[src/rtl/hit_memory_storage_pkg.sv]
// =====================================================================
// hit_memory_storage_pkg : shared defaults, LFSR constants, store states
// Rev 1.0
// =====================================================================
`default_nettype none

package hit_memory_storage_pkg;

    localparam int unsigned c_ssidbits_def  = 8;
    localparam int unsigned c_ncols_him_def = 16;

    // Galois form of x^32+x^22+x^2+x+1
    localparam logic [31:0] c_lfsr_mask = 32'h8020_0003;
    localparam logic [31:0] c_lfsr_seed = 32'hACE1_2345;

    typedef enum logic [1:0] {
        ST_CLEAR = 2'd0,
        ST_IDLE  = 2'd1,
        ST_READ  = 2'd2
    } store_state_e;

    function automatic logic [31:0] lfsr_step(input logic [31:0] s);
        return (s >> 1) ^ (s[0] ? c_lfsr_mask : 32'h0);
    endfunction

endpackage

`default_nettype wire

[src/rtl/hit_memory_storage_if.sv]
// =====================================================================
// hit_memory_storage_if : write-request and read-out bus of the hit store
// Rev 1.0
// =====================================================================
`default_nettype none

interface hit_memory_storage_if #(
    parameter int SSIDBITS  = 8,
    parameter int NCOLS_HIM = 16
);
    logic                  storageReady;
    logic                  newAddress;
    logic [SSIDBITS-1:0]   SSID;
    logic [NCOLS_HIM-1:0]  hitInfo;
    logic                  readReady;
    logic                  readDone;
    logic [SSIDBITS-1:0]   readSSID;
    logic [NCOLS_HIM-1:0]  readHitInfo;

    modport master (
        output storageReady, newAddress, SSID, hitInfo,
        output readReady, readDone, readSSID, readHitInfo
    );

    modport slave (
        input storageReady, newAddress, SSID, hitInfo,
        input readReady, readDone, readSSID, readHitInfo
    );
endinterface

`default_nettype wire

[src/rtl/hit_memory_storage_ssid_address_gen.sv]
// =====================================================================
// ssid_address_gen : sequential SSID counter with LFSR hit data source
// Rev 1.0
// =====================================================================
`default_nettype none

module ssid_address_gen
    import hit_memory_storage_pkg::*;
#(
    parameter int          SSIDBITS   = c_ssidbits_def,
    parameter int          NCOLS_HIM  = c_ncols_him_def,
    parameter int          NADDRESSES = 2**SSIDBITS,
    parameter logic [31:0] LFSR_SEED  = c_lfsr_seed
) (
    input  wire logic                 clock,
    input  wire logic                 resetN,
    input  wire logic                 storageReady_i,
    output logic                      newAddress_o,
    output logic [SSIDBITS-1:0]       ssid_o,
    output logic [NCOLS_HIM-1:0]      hitInfo_o
);

    // Counter must hold NADDRESSES itself and also cover the SSID slice
    localparam int c_cnt_need = $clog2(NADDRESSES + 1);
    localparam int c_cnt_w    = (c_cnt_need > SSIDBITS) ? c_cnt_need : SSIDBITS;
    localparam logic [c_cnt_w-1:0] c_naddr = c_cnt_w'(NADDRESSES);

    logic [c_cnt_w-1:0] count_q;
    logic [31:0]        lfsr_q;
    logic               w_fire;

    assign w_fire       = storageReady_i && (count_q < c_naddr);
    assign newAddress_o = w_fire;
    assign ssid_o       = count_q[SSIDBITS-1:0];
    assign hitInfo_o    = lfsr_q[NCOLS_HIM-1:0];

    always_ff @(posedge clock or negedge resetN) begin
        if (!resetN) begin
            count_q <= '0;
            lfsr_q  <= LFSR_SEED;
        end else if (w_fire) begin
            count_q <= count_q + c_cnt_w'(1);
            lfsr_q  <= lfsr_step(lfsr_q);
        end
    end

endmodule

`default_nettype wire

[src/rtl/hit_memory_storage.sv]
// =====================================================================
// hit_memory_storage : per-SSID hit store fed by the address generator
// Rev 1.0
// =====================================================================
`default_nettype none

module hit_memory_storage
    import hit_memory_storage_pkg::*;
#(
    parameter int          SSIDBITS   = c_ssidbits_def,
    parameter int          NCOLS_HIM  = c_ncols_him_def,
    parameter int          NADDRESSES = 2**SSIDBITS,
    parameter logic [31:0] LFSR_SEED  = c_lfsr_seed
) (
    input  wire logic             clock,
    input  wire logic             resetN,
    input  wire logic             clearMemory,
    input  wire logic             readMemory,
    hit_memory_storage_if.master  bus
);

    localparam int                  c_depth = 2**SSIDBITS;
    localparam logic [SSIDBITS-1:0] c_last  = '1;

    store_state_e           state_q;
    logic [SSIDBITS-1:0]    addr_q;
    logic [c_depth-1:0]     valid_q;
    logic                   rd_ready_q;
    logic                   rd_done_q;
    logic [SSIDBITS-1:0]    rd_ssid_q;
    logic [NCOLS_HIM-1:0]   mem_q [c_depth];
    logic [NCOLS_HIM-1:0]   mem_rd_q;

    logic                   w_storage_ready;
    logic                   w_new_address;
    logic [SSIDBITS-1:0]    w_ssid;
    logic [NCOLS_HIM-1:0]   w_hit_info;

    assign w_storage_ready = (state_q == ST_IDLE);

    ssid_address_gen #(
        .SSIDBITS   (SSIDBITS),
        .NCOLS_HIM  (NCOLS_HIM),
        .NADDRESSES (NADDRESSES),
        .LFSR_SEED  (LFSR_SEED)
    ) u_gen (
        .clock          (clock),
        .resetN         (resetN),
        .storageReady_i (w_storage_ready),
        .newAddress_o   (w_new_address),
        .ssid_o         (w_ssid),
        .hitInfo_o      (w_hit_info)
    );

    // Writes only fire in IDLE because the generator is gated by storageReady
    always_ff @(posedge clock or negedge resetN) begin
        if (!resetN) begin
            state_q    <= ST_CLEAR;
            addr_q     <= '0;
            valid_q    <= '0;
            rd_ready_q <= 1'b0;
            rd_done_q  <= 1'b0;
            rd_ssid_q  <= '0;
        end else begin
            rd_ready_q <= 1'b0;
            rd_done_q  <= 1'b0;
            if (w_new_address) begin
                valid_q[w_ssid] <= 1'b1;
            end
            case (state_q)
                ST_CLEAR: begin
                    valid_q[addr_q] <= 1'b0;
                    if (clearMemory) begin
                        addr_q <= '0;
                    end else if (addr_q == c_last) begin
                        addr_q  <= '0;
                        state_q <= ST_IDLE;
                    end else begin
                        addr_q <= addr_q + SSIDBITS'(1);
                    end
                end
                ST_IDLE: begin
                    if (clearMemory) begin
                        addr_q  <= '0;
                        state_q <= ST_CLEAR;
                    end else if (readMemory) begin
                        addr_q  <= '0;
                        state_q <= ST_READ;
                    end
                end
                ST_READ: begin
                    if (clearMemory) begin
                        addr_q  <= '0;
                        state_q <= ST_CLEAR;
                    end else if (rd_done_q) begin
                        // last word is on the outputs this cycle; release the store next
                        state_q <= ST_IDLE;
                    end else begin
                        rd_ready_q <= valid_q[addr_q];
                        rd_ssid_q  <= addr_q;
                        rd_done_q  <= (addr_q == c_last);
                        if (addr_q != c_last) begin
                            addr_q <= addr_q + SSIDBITS'(1);
                        end
                    end
                end
                default: begin
                    addr_q  <= '0;
                    state_q <= ST_CLEAR;
                end
            endcase
        end
    end

    always_ff @(posedge clock) begin
        if (w_new_address) begin
            mem_q[w_ssid] <= w_hit_info;
        end
        mem_rd_q <= mem_q[addr_q];
    end

    assign bus.storageReady = w_storage_ready;
    assign bus.newAddress   = w_new_address;
    assign bus.SSID         = w_ssid;
    assign bus.hitInfo      = w_hit_info;
    assign bus.readReady    = rd_ready_q;
    assign bus.readDone     = rd_done_q;
    assign bus.readSSID     = rd_ssid_q;
    // Empty entries read back as zero regardless of stale RAM contents
    assign bus.readHitInfo  = rd_ready_q ? mem_rd_q : '0;

endmodule

`default_nettype wire

[src/flat_wrapper.sv]
// flat-port wrapper written by rule: the top's interface ports become plain ports
module hit_memory_storage_flat import hit_memory_storage_pkg::*;
#(
    parameter int          SSIDBITS   = c_ssidbits_def,
    parameter int          NCOLS_HIM  = c_ncols_him_def,
    parameter int          NADDRESSES = 2**SSIDBITS,
    parameter logic [31:0] LFSR_SEED  = c_lfsr_seed
)
  (clock, resetN, clearMemory, readMemory, bus_storageReady, bus_newAddress, bus_SSID, bus_hitInfo, bus_readReady, bus_readDone, bus_readSSID, bus_readHitInfo);
  hit_memory_storage_if #(.SSIDBITS(SSIDBITS), .NCOLS_HIM(NCOLS_HIM)) bus_i ();
  input  wire logic clock;
  input  wire logic resetN;
  input  wire logic clearMemory;
  input  wire logic readMemory;
  output wire logic [$bits(bus_i.storageReady)-1:0] bus_storageReady;
  output wire logic [$bits(bus_i.newAddress)-1:0] bus_newAddress;
  output wire logic [$bits(bus_i.SSID)-1:0] bus_SSID;
  output wire logic [$bits(bus_i.hitInfo)-1:0] bus_hitInfo;
  output wire logic [$bits(bus_i.readReady)-1:0] bus_readReady;
  output wire logic [$bits(bus_i.readDone)-1:0] bus_readDone;
  output wire logic [$bits(bus_i.readSSID)-1:0] bus_readSSID;
  output wire logic [$bits(bus_i.readHitInfo)-1:0] bus_readHitInfo;
  assign bus_storageReady = bus_i.storageReady;
  assign bus_newAddress = bus_i.newAddress;
  assign bus_SSID = bus_i.SSID;
  assign bus_hitInfo = bus_i.hitInfo;
  assign bus_readReady = bus_i.readReady;
  assign bus_readDone = bus_i.readDone;
  assign bus_readSSID = bus_i.readSSID;
  assign bus_readHitInfo = bus_i.readHitInfo;
  hit_memory_storage #(.SSIDBITS(SSIDBITS), .NCOLS_HIM(NCOLS_HIM), .NADDRESSES(NADDRESSES), .LFSR_SEED(LFSR_SEED)) u_core (.clock(clock), .resetN(resetN), .clearMemory(clearMemory), .readMemory(readMemory), .bus(bus_i));
endmodule
[config.mk]
export PLATFORM = sky130hd
export DESIGN_NAME = hit_memory_storage_flat
export DESIGN_NICKNAME = d
export VERILOG_FILES = /design/src/rtl/hit_memory_storage_pkg.sv /design/src/rtl/hit_memory_storage_if.sv /design/src/rtl/hit_memory_storage_ssid_address_gen.sv /design/src/rtl/hit_memory_storage.sv /design/src/flat_wrapper.sv
export SDC_FILE = /design/constraint.sdc
export NUM_CORES = 2
export LEC_CHECK = 0
export ABC_CLOCK_PERIOD_IN_PS = 4900
export CAP_MARGIN = 10
export CORE_ASPECT_RATIO = 1.4
export CORE_UTILIZATION = 30
export DETAILED_ROUTE_END_ITERATION = 10
export PLACE_DENSITY = 0.44
export SYNTH_ARGS = -nofsm -noshare
export SYNTH_HDL_FRONTEND = slang
export SYNTH_SLANG_ARGS = --single-unit
[constraint.sdc]
create_clock -name clock -period 4.9 [get_ports clock]
set_input_delay 0.735 -clock clock [delete_from_list [all_inputs] [get_ports clock]]
set_output_delay 0.735 -clock clock [all_outputs]
set_load 0.02 [all_outputs]
layer_met1.png
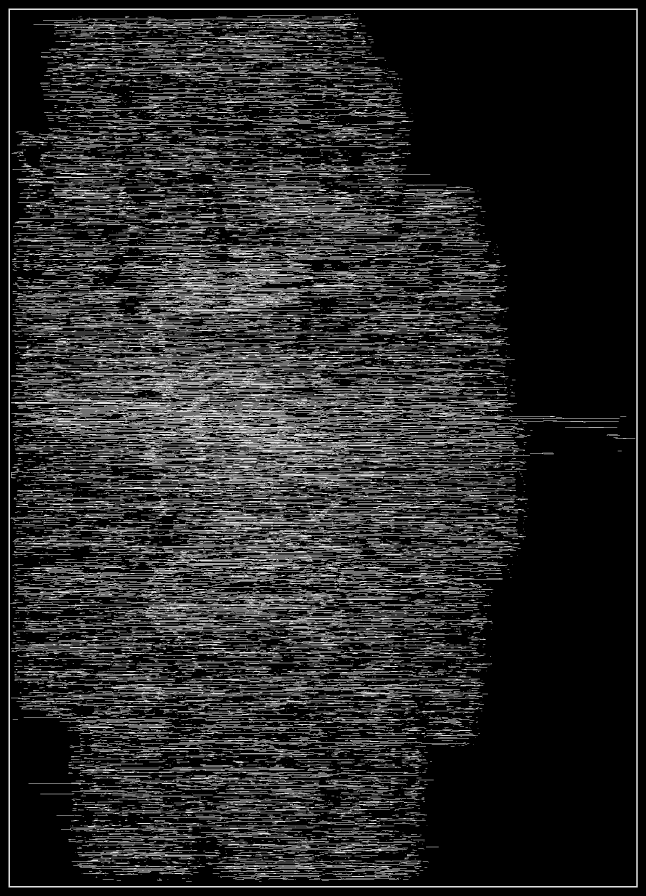
- longest straight run: 215 um
- nets with wire on the layer: 8,111
vias after detailed routing: 84.1k
GR met1 Demand/Resource: 24.0%
Detailed Route WL: 563,000 um

layer_met2.png
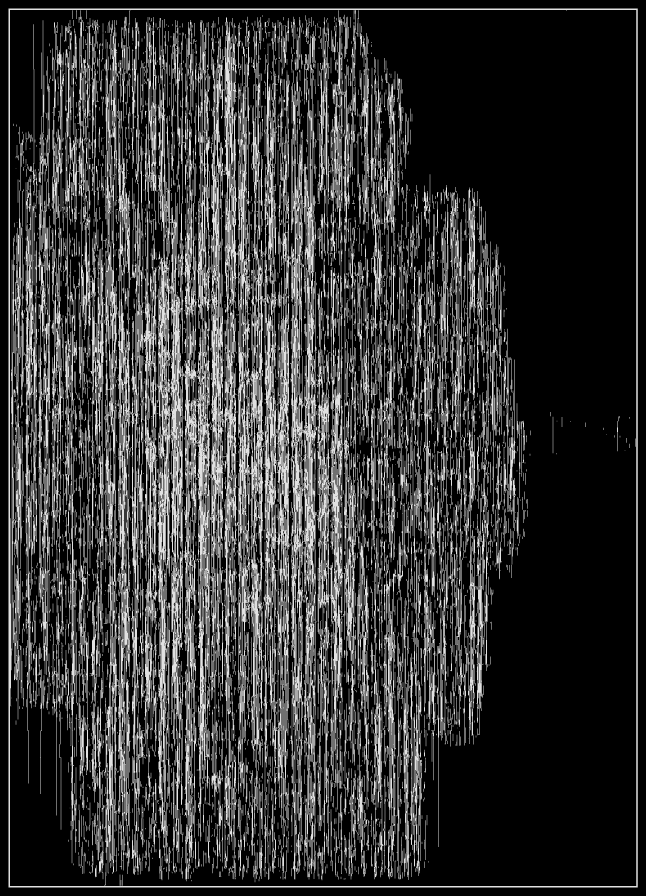
- share of all routed wire: 51%
- longest straight run: 399 um
- main direction: vertical
GRT met2 Usage: 33.7%

==> impl_table.tex <==
% Table of physical implementation metrics
\begin{tabular}{lr}
\hline
Metric & Value \\
\hline
\multicolumn{2}{l}{\textbf{Final layout}} \\
Multi-input gate share of total cell area & 19.2\% \\
FFs \& Latches & 4,429 \\
Final clock-cell share & 7.03\% \\
Number of nets in the layout & 8,297 \\
Number of clock buffer instances in the layout & 534 \\
Register fraction of the total cell area & 65.9\% \\
Count of multi-input gates & 2,732 \\
Non-clock buffering overhead in the final layout & 3.11\% \\
Layout Area Growth over Synthesis & 16.6\% \\
Number of fill cells in the layout & 52.7k \\
Number of diodes added for antenna fixing & 16 \\
Fin util & 35.2\% \\
Number of flip-flops in the largest register & 4,096 \\
Most used logic cell in the final layout & sky130\_fd\_sc\_hd\_\_edfxtp\_1 \\
Count of non-CTS buffers in the layout & 687 \\
\multicolumn{2}{l}{\textbf{STA}} \\
Max-slew headroom & 14.8\% \\
Upper clock frequency limit & 0.217 GHz \\
Setup repair after global routing missed its margin & no \\
Final count of pins violating max slew & 0 \\
Setup-failing EPs final & 0 \\
Post-Route Skew & 0.0967 ns \\
Final cycle utilization of the critical path & 94.0\% \\
\multicolumn{2}{l}{\textbf{Worst setup path}} \\
Critical path buffers and inverters & 2 \\
Critical Setup Path Class & flop to flop \\
Startpoint of the worst register-to-register path & u\_core.addr\_q[0] \\
Longest individual stage delay on the worst path & 0.95 ns \\
List of cells traversed by the critical path & buf\_12, buf\_4, mux4\_2, mux4\_2, mux2i\_1, nor3\_1, or4\_1 \\
Maximum fanout along the worst path & 18 \\
Most prevalent standard cell on the critical path & sky130\_fd\_sc\_hd\_\_mux4\_2 \\
Cell family with the largest share of critical-path delay & multiplexers \\
Start point of the critical path & u\_core.addr\_q[0] \\
Depth of the worst register-to-register path & 7 \\
CP Data Required Time & 5.82 ns \\
\multicolumn{2}{l}{\textbf{Job}} \\
Tally of max-capacitance violations & 0 \\
\multicolumn{2}{l}{\textbf{Floorplanning}} \\
Well-tap cell count & 7,567 \\
Number of placement rows & 327 \\
Die X-Extent & 640 um \\
Area of the die & 573,000 um2 \\
\multicolumn{2}{l}{\textbf{Synthesis}} \\
Top cells by count & sky130\_fd\_sc\_hd\_\_edfxtp\_1, sky130\_fd\_sc\_hd\_\_mux4\_2, sky130\_fd\_sc\_hd\_\_nor2\_1 \\
Syn Area/Cell & 22.4 um2 \\
Dominant synthesized flop cell & sky130\_fd\_sc\_hd\_\_edfxtp\_1 \\
Area share of the largest cell type after synthesis & 71.9\% \\
Post-synth EDFFs & 4,096 \\
Instance count of the mapped netlist & 7,636 \\
Yosys reg bits & 4,429 \\
Largest cells by area after synthesis & sky130\_fd\_sc\_hd\_\_edfxtp\_1, sky130\_fd\_sc\_hd\_\_mux4\_2, sky130\_fd\_sc\_hd\_\_dfrtp\_1, sky130\_fd\_sc\_hd\_\_nor2\_1, sky130\_fd\_sc\_hd\_\_mux2i\_1 \\
Yosys Warn Count & 0 \\
Count leader, synth & sky130\_fd\_sc\_hd\_\_edfxtp\_1 \\
Synth mux share & 17.9\% \\
Largest family of logic cells by area & multiplexers \\
\multicolumn{2}{l}{\textbf{Place}} \\
Routability-driven placement congestion ratio & 0.892 \\
Number of cells in the design after placement & 15.4k \\
\multicolumn{2}{l}{\textbf{Power}} \\
Top contributor to total power & registers \\
Combinational group power & 0.00224 W \\
Cell area power density & 384 nW/um2 \\
Combinational cell fraction of total power & 2.9\% \\
Total power of the final layout & 0.0765 W \\
Relative contribution of the clock network to total power & 43.7\% \\
Sequential Power Share & 53.3\% \\
\multicolumn{2}{l}{\textbf{Route}} \\
Met1 routed wirelength after detailed routing & 218,000 um \\
Wire length on met2 & 286,000 um \\
Average detailed-routed wire length per instance & 34.7 um \\
Total length of routed met3 wires & 32,300 um \\
Antenna viol nets, final & 0 \\
Top routing layer in use & met5 \\
Violation count after the first detailed-route iteration & 8,636 \\
DR pass1 iterations & 6 \\
\multicolumn{2}{l}{\textbf{Clock tree}} \\
TritonCTS clock tree & yes \\
Number of hold buffers added after cts & 1 \\
H-tree levels & 5 \\
Number of cells upsized or downsized after cts & 0 \\
Buffer type at the clock tree root & sky130\_fd\_sc\_hd\_\_clkbuf\_16 \\
\multicolumn{2}{l}{\textbf{GRT}} \\
Gr busiest metal & met2 \\
Vias in the first global route & 88.3k \\
\multicolumn{2}{l}{\textbf{Outcome}} \\
Run status & complete, no violations \\
\hline
\end{tabular}
layer_met3.png
Scale bar: 200 um.
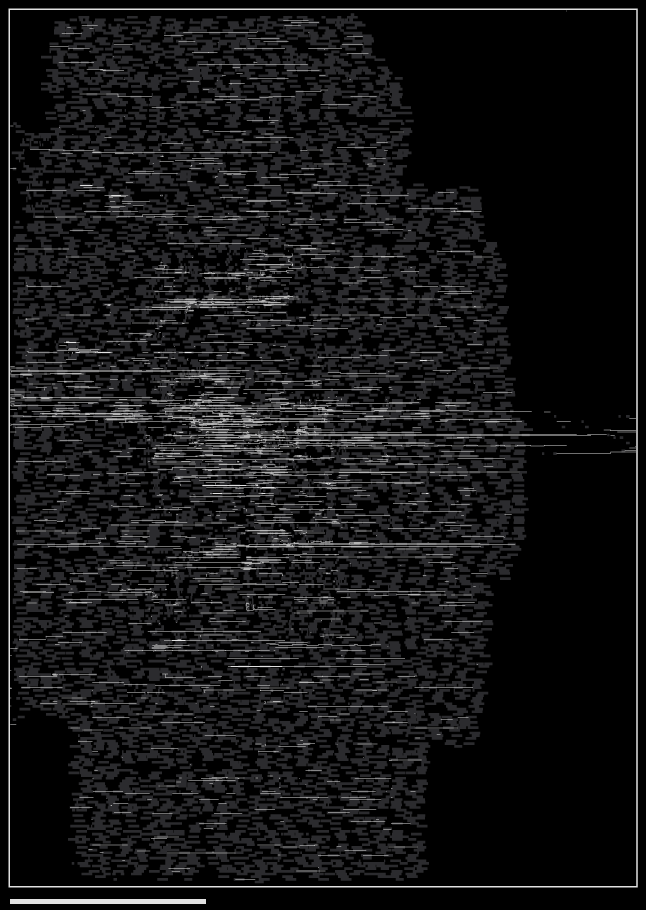
- nets with wire on the layer: 772
- longest straight run: 402 um
- share of all routed wire: 5.7%
- wire length on this layer: 32.3 mm
- main direction: horizontal
met3 track demand over resource in global routing: 3.11%

layer_met4.png
Scale bar: 200 um.
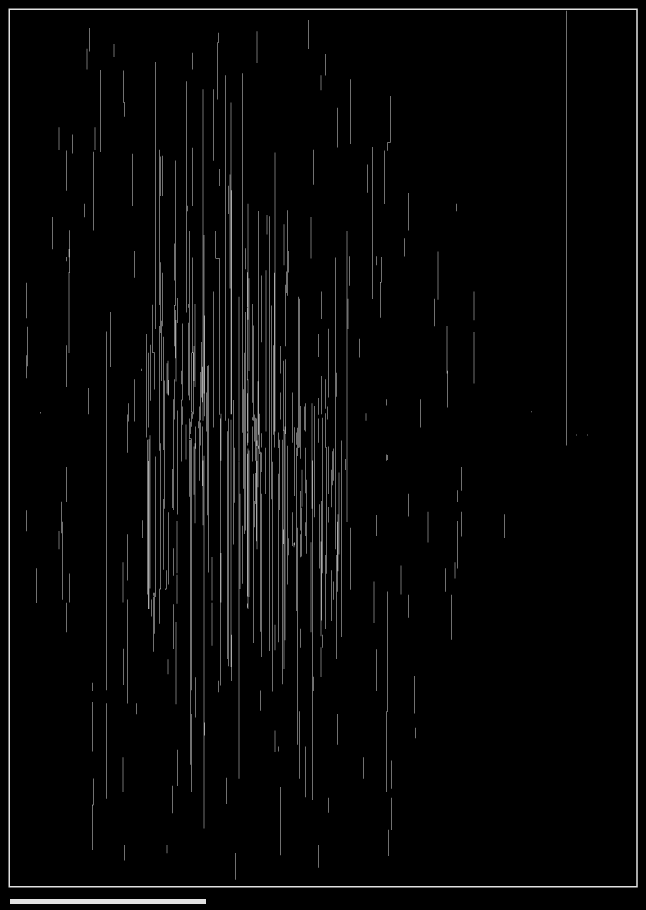
- main direction: vertical
- wire length on this layer: 27.1 mm

Power figures rest on the tool's default switching activity, not on a simulated workload.
